--- src/rtl/pin_id_pkg.sv ---
// Shared types and constants for the multilane pin-identification transmitter.
package pin_id_pkg;

  typedef enum logic [1:0] {
    IDLE  = 2'd0,
    FETCH = 2'd1,
    SHIFT = 2'd2,
    GAP   = 2'd3
  } pin_id_state_e;

  localparam int DEF_FRAME_BITS = 46;
  localparam int DEF_GAP_BITS   = 8;

  // Number of slots needed to cover every pin, including a partial last slot.
  function automatic int slot_count(input int n_pins, input int n_lanes);
    return (n_pins + n_lanes - 1) / n_lanes;
  endfunction

endpackage

--- src/rtl/pin_id_baud_gen.sv ---
// Baud tick generator: down-counter reloaded with div, tick while enabled and at zero.
module pin_id_baud_gen
  import pin_id_pkg::*;
#(
  parameter int DIV_W = 12
) (
  input  logic             clk,
  input  logic             rst,
  input  logic             load,
  input  logic             enable,
  input  logic [DIV_W-1:0] div,
  output logic             tick
);

  logic [DIV_W-1:0] cnt_q, cnt_d;

  assign tick = enable && (cnt_q == '0);

  always_comb begin
    cnt_d = cnt_q;
    if (load) begin
      cnt_d = div;
    end else if (enable) begin
      cnt_d = tick ? div : cnt_q - 1'b1;
    end
  end

  always_ff @(posedge clk or posedge rst) begin
    if (rst) begin
      cnt_q <= '0;
    end else begin
      cnt_q <= cnt_d;
    end
  end

endmodule

--- src/rtl/pin_id_multilane_tx.sv ---
// Pin-ID transmitter: each pin under test serialises its own ROM word, N_LANES pins per slot.
//  state | meaning
//  IDLE  | pads idle high, waiting for start
//  FETCH | read N_LANES ROM words into the lane shift registers
//  SHIFT | serialise frames LSB first, one bit per baud tick
//  GAP   | pads idle high for GAP_BITS bit times, then next slot / stop / done
module pin_id_multilane_tx
  import pin_id_pkg::*;
#(
  parameter int N_PINS     = 512,
  parameter int N_LANES    = 4,
  parameter int FRAME_BITS = DEF_FRAME_BITS,
  parameter int GAP_BITS   = DEF_GAP_BITS,
  parameter int DIV_W      = 12,
  parameter int ADDR_W     = $clog2(N_PINS)
) (
  input  logic                  clk,
  input  logic                  rst,
  input  logic                  start,
  input  logic                  continuous,
  input  logic                  stop_req,
  input  logic [DIV_W-1:0]      baud_div,
  output logic [ADDR_W-1:0]     rom_addr,
  input  logic [FRAME_BITS-1:0] rom_data,
  output logic                  busy,
  output logic                  done,
  output logic [ADDR_W-1:0]     cur_slot,
  output logic [N_PINS-1:0]     pin_out
);

  localparam int NSLOTS    = slot_count(N_PINS, N_LANES);
  localparam int LAST_BASE = (NSLOTS - 1) * N_LANES;
  localparam int FC_W      = $clog2(N_LANES + 1);
  localparam int BC_MAX    = (FRAME_BITS > GAP_BITS) ? FRAME_BITS : GAP_BITS;
  localparam int BC_W      = $clog2(BC_MAX + 1);
  localparam int IW        = ADDR_W + 5;

  pin_id_state_e state_q, state_d;
  logic                  cont_q, cont_d;
  logic [DIV_W-1:0]      div_q, div_d;
  logic [ADDR_W-1:0]     cur_slot_q, cur_slot_d;
  logic [FC_W-1:0]       fetch_cnt_q, fetch_cnt_d;
  logic [BC_W-1:0]       bit_cnt_q, bit_cnt_d;
  logic [FRAME_BITS-1:0] lane_sr_q [N_LANES];
  logic [FRAME_BITS-1:0] lane_sr_d [N_LANES];
  logic [N_PINS-1:0]     pin_out_q, pin_out_d;
  logic                  done_q, done_d;

  logic baud_load, baud_en, baud_tick;
  logic last_slot;

  pin_id_baud_gen #(
    .DIV_W (DIV_W)
  ) u_baud (
    .clk    (clk),
    .rst    (rst),
    .load   (baud_load),
    .enable (baud_en),
    .div    (div_q),
    .tick   (baud_tick)
  );

  assign last_slot = (cur_slot_q >= ADDR_W'(LAST_BASE));

  always_comb begin
    state_d     = state_q;
    cont_d      = cont_q;
    div_d       = div_q;
    cur_slot_d  = cur_slot_q;
    fetch_cnt_d = fetch_cnt_q;
    bit_cnt_d   = bit_cnt_q;
    lane_sr_d   = lane_sr_q;
    done_d      = 1'b0;
    baud_load   = 1'b0;
    baud_en     = 1'b0;

    case (state_q)
      IDLE: begin
        if (start) begin
          state_d     = FETCH;
          cont_d      = continuous;
          div_d       = baud_div;
          cur_slot_d  = '0;
          fetch_cnt_d = '0;
        end
      end

      FETCH: begin
        // ROM word for lane k arrives the cycle after its address was issued
        for (int k = 0; k < N_LANES; k++) begin
          if (fetch_cnt_q == FC_W'(k + 1)) begin
            lane_sr_d[k] = rom_data;
          end
        end
        if (fetch_cnt_q == FC_W'(N_LANES)) begin
          state_d     = SHIFT;
          fetch_cnt_d = '0;
          baud_load   = 1'b1;
          bit_cnt_d   = BC_W'(FRAME_BITS - 1);
        end else begin
          fetch_cnt_d = fetch_cnt_q + 1'b1;
        end
      end

      SHIFT: begin
        baud_en = 1'b1;
        if (baud_tick) begin
          for (int k = 0; k < N_LANES; k++) begin
            lane_sr_d[k] = {1'b1, lane_sr_q[k][FRAME_BITS-1:1]};
          end
          if (bit_cnt_q == '0) begin
            state_d   = GAP;
            bit_cnt_d = BC_W'(GAP_BITS - 1);
          end else begin
            bit_cnt_d = bit_cnt_q - 1'b1;
          end
        end
      end

      GAP: begin
        baud_en = 1'b1;
        if (baud_tick) begin
          if (bit_cnt_q == '0) begin
            if (stop_req) begin
              state_d = IDLE;
              done_d  = 1'b1;
            end else if (!last_slot) begin
              state_d     = FETCH;
              fetch_cnt_d = '0;
              cur_slot_d  = cur_slot_q + ADDR_W'(N_LANES);
            end else if (cont_q) begin
              state_d     = FETCH;
              fetch_cnt_d = '0;
              cur_slot_d  = '0;
            end else begin
              state_d = IDLE;
              done_d  = 1'b1;
            end
          end else begin
            bit_cnt_d = bit_cnt_q - 1'b1;
          end
        end
      end

      default: state_d = IDLE;
    endcase
  end

  // Lanes past the last physical pin are fetched but never decoded onto a pad
  always_comb begin
    logic [IW-1:0] idx;
    pin_out_d = '1;
    idx       = '0;
    if (state_q == SHIFT) begin
      for (int k = 0; k < N_LANES; k++) begin
        idx = IW'(cur_slot_q) + IW'(k);
        if (idx < IW'(N_PINS)) begin
          pin_out_d[idx[ADDR_W-1:0]] = lane_sr_q[k][0];
        end
      end
    end
  end

  always_ff @(posedge clk or posedge rst) begin
    if (rst) begin
      state_q     <= IDLE;
      cont_q      <= 1'b0;
      div_q       <= '0;
      cur_slot_q  <= '0;
      fetch_cnt_q <= '0;
      bit_cnt_q   <= '0;
      pin_out_q   <= '1;
      done_q      <= 1'b0;
      for (int k = 0; k < N_LANES; k++) begin
        lane_sr_q[k] <= '1;
      end
    end else begin
      state_q     <= state_d;
      cont_q      <= cont_d;
      div_q       <= div_d;
      cur_slot_q  <= cur_slot_d;
      fetch_cnt_q <= fetch_cnt_d;
      bit_cnt_q   <= bit_cnt_d;
      pin_out_q   <= pin_out_d;
      done_q      <= done_d;
      lane_sr_q   <= lane_sr_d;
    end
  end

  assign rom_addr = cur_slot_q + ADDR_W'(fetch_cnt_q);
  assign busy     = (state_q != IDLE);
  assign done     = done_q;
  assign cur_slot = cur_slot_q;
  assign pin_out  = pin_out_q;

endmodule

--- config.mk ---
export PLATFORM = sky130hd
export DESIGN_NAME = pin_id_multilane_tx
export DESIGN_NICKNAME = d
export VERILOG_FILES = /design/src/rtl/pin_id_pkg.sv /design/src/rtl/pin_id_baud_gen.sv /design/src/rtl/pin_id_multilane_tx.sv
export SDC_FILE = /design/constraint.sdc
export NUM_CORES = 1
export LEC_CHECK = 0
export CORE_MARGIN = 4
export CORE_UTILIZATION = 40
export CTS_CLUSTER_DIAMETER = 30
export DETAILED_ROUTE_END_ITERATION = 10
export GPL_TIMING_DRIVEN = 1
export HOLD_SLACK_MARGIN = 0.1
export PLACE_DENSITY = 0.62
export SYNTH_ARGS = -nofsm -noshare
export SYNTH_HDL_FRONTEND = slang
export SYNTH_SLANG_ARGS = --single-unit
--- constraint.sdc ---
create_clock -name clk -period 57 [get_ports clk]
set_input_delay 5.7 -clock clk [delete_from_list [all_inputs] [get_ports clk]]
set_output_delay 5.7 -clock clk [all_outputs]
set_load 0.03 [all_outputs]
wire_density.png
27 x 27 tiles, from black (low) to pale yellow (high), scaled to the fullest tile. Values are wire area over tile area, all layers added.
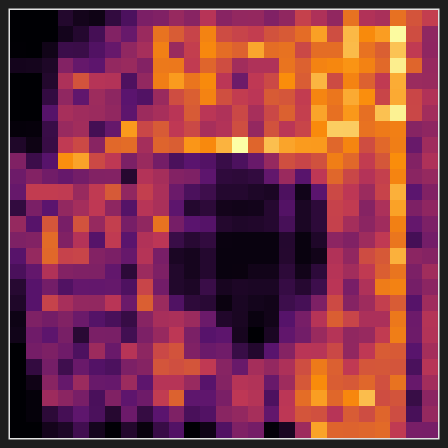
tiles over half the peak: 32%
densest ninth of the die: upper right
emptiest ninth of the die: center
mean over tiles: 0.22
fullest tile: 0.56
nearly empty tiles: 4.0%
final wirelength: 94000 µm
vias: 20000
Routed wire per std cell: 24.0 µm

met1.png
Supply wires on this layer in gray.
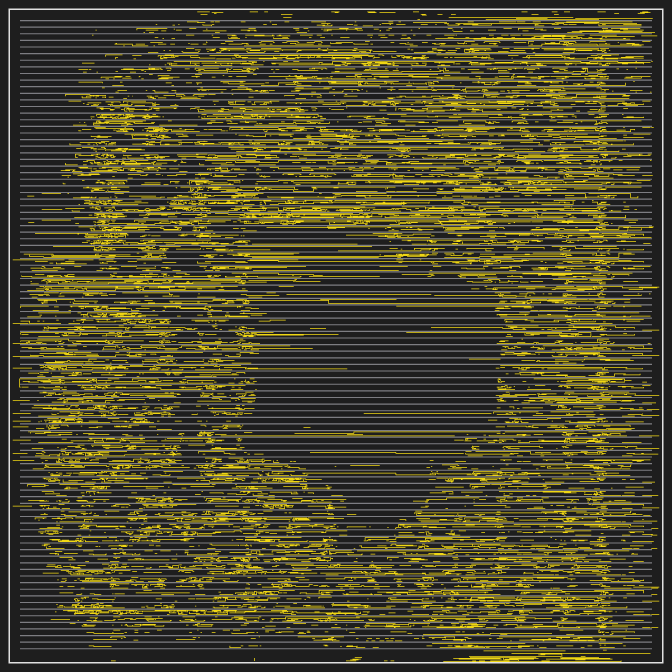
main direction: horizontal
share of all routed wire: 38%
nets with wire on the layer: 2735

final_placement.png
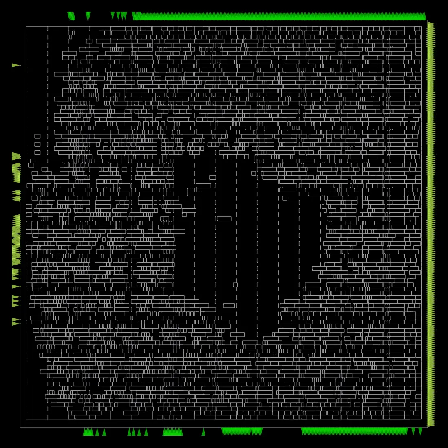
sequential share of cell area: 50.2%
Post-Route Utilization: 57.5%
Tapcells: 873
# fillers: 5274
post-route insts no fill: 3916

cell_classes.png
Scale bar: 100 µm. Fill, decap, tap and diode cells in gray.
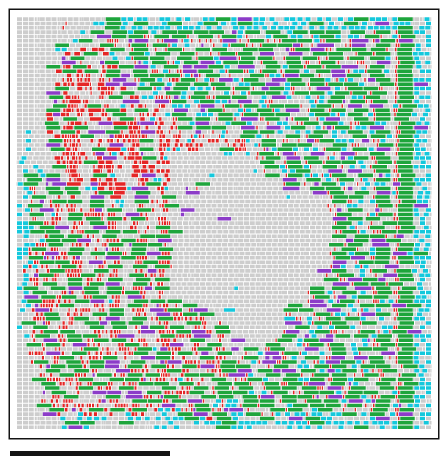
| class | color | cells | share of their area |
|---|---|---|---|
| clock drivers and dummy loads | purple | 251 | 13% |
| flip-flops | green | 740 | 52% |
| all other logic | red | 1431 | 19% |
| other buffers and delay cells | cyan | 621 | 16% |

metal_stack.png
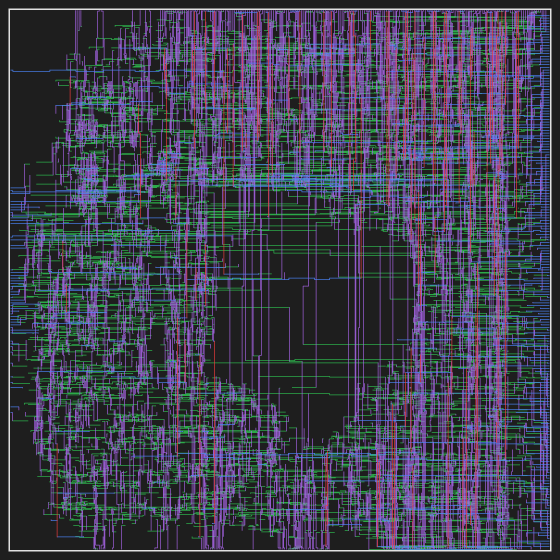
| layer | color | wire length |
|---|---|---|
| met1 | green | 36.0 mm |
| met2 | purple | 45.6 mm |
| met3 | blue | 7190 µm |
| met4 | red | 5160 µm |

==> flow_summary.yaml <==
# synthesis and place-and-route metrics
run_status:
  outcome: "completed"
detailed_routing:
  dr_wl_met2_um: 45600
  drtIter0Drc: 1610
  ant_nets: 0
  via_per_inst: 5.11
power_and_ir_drop:
  p_switching_mw: 0.577
  internal_power_mw: 1.34
  p_seq_share_pct: 36.8
  powerDensity_mw_per_mm2: 49.7
  ir_worst_vdd_mv: 0.0486
  powerComb_mw: 0.364
min_path:
  min_from: "lane_sr_q[112]"
worst_setup_path:
  cp-end-kind: "primary output"
  max_stage_delay_ns: 0.73
  crit_path_cell_trace: "ha_1, nand3_1, nor2_1, xor2_1, clkdlybuf4s50_1"
  critPathRequiredTime_ns: 51.30
  rr_endpoint: "lane_sr_q[150]"
  r2r_cells: 8
  crit_end: "rom_addr[8]"
  slowest_stage: "clkdlybuf4s50_1"
sta:
  tightest_slew_ns: 1.39
  fin_crit_sh_pct: 15.0
  hold_viol_final: 0
  drv_slew: 0
  post-route-min-period_ns: 8.57
  fmax_ghz: 0.117
  setup-tns-final_ns: 0
synthesis:
  yosys.area_share.simple_pct: 14.3
  synth-edff-count: 0
  synth_area_mm2: 0.0271
  synth_top_area_share_pct: 67.5
  largest_area_cell: "dfstp_2"
  mux_share_pct: 0.850
  synth.logic.top_family: "simple AND/OR/NAND/NOR gates"
  synth-adder-area-share_pct: 0.970
  ys_types: 60
  ff_type: "dfstp_2"
  postSynthSeqShare_pct: 71.6
  synth_area_per_cell_um2: 11.5
layout:
  comb_area_mm2: 0.00690
  seq_cells: 740
  register_area_mm2: 0.0194
  clock_buffers: 172
  largest_class: "flip-flops and latches"
cts:
  cts-root-buf: "clkbuf_16"
  worstSkewPairLatency_ns: 0.71
  tritoncts: "built"
  holdBufCountCts: 0
floorplan:
  die_h_um: 268
  core_mm2: 0.0672
  initial_utilization_pct: 40.3
grt:
  grtUsageTotal_pct: 25.4
  grt_pass1_wl_um: 134000
  gr-usage-met1_pct: 30.6
  grt_pass1_vias: 20100
  grtUsageMet2_pct: 41.8
placement:
  hpwlAfterDp_um: 62500
  post-place-ws_ns: 48.31
job:
  drv_cap: 0
  warnings: 48
[placed cells by master, fill, tap and decap left out, types with 7 or more instances in the layout]
master	count
mux2_2	16
inv_6	11
clkbuf_16	141
o21ai_0	21
and2_2	15
inv_1	24
clkinv_2	19
nor2b_1	53
buf_4	27
clkinvlp_4	10
clkbuf_1	9
nand4_1	7
a21oi_1	376
ha_1	20
nand3_1	13
bufinv_16	18
dfstp_2	696
nor2_1	216
clkdlybuf4s50_1	592
clkinv_4	10
nor2_2	23
nand2_1	539
clkbuf_8	22
dfrtp_1	44
[stage by stage]
step           cell area (µm²)  hold slack, ns  instances
2_1_floorplan            27100           0.471       2356
3_3_place_gp             33600           0.489       3665
3_5_place_dp             33600           0.491       3665
4_1_cts                  38600           0.501       3916
5_1_grt                  38600           0.510       3916
6_report                 38600           0.498       3916
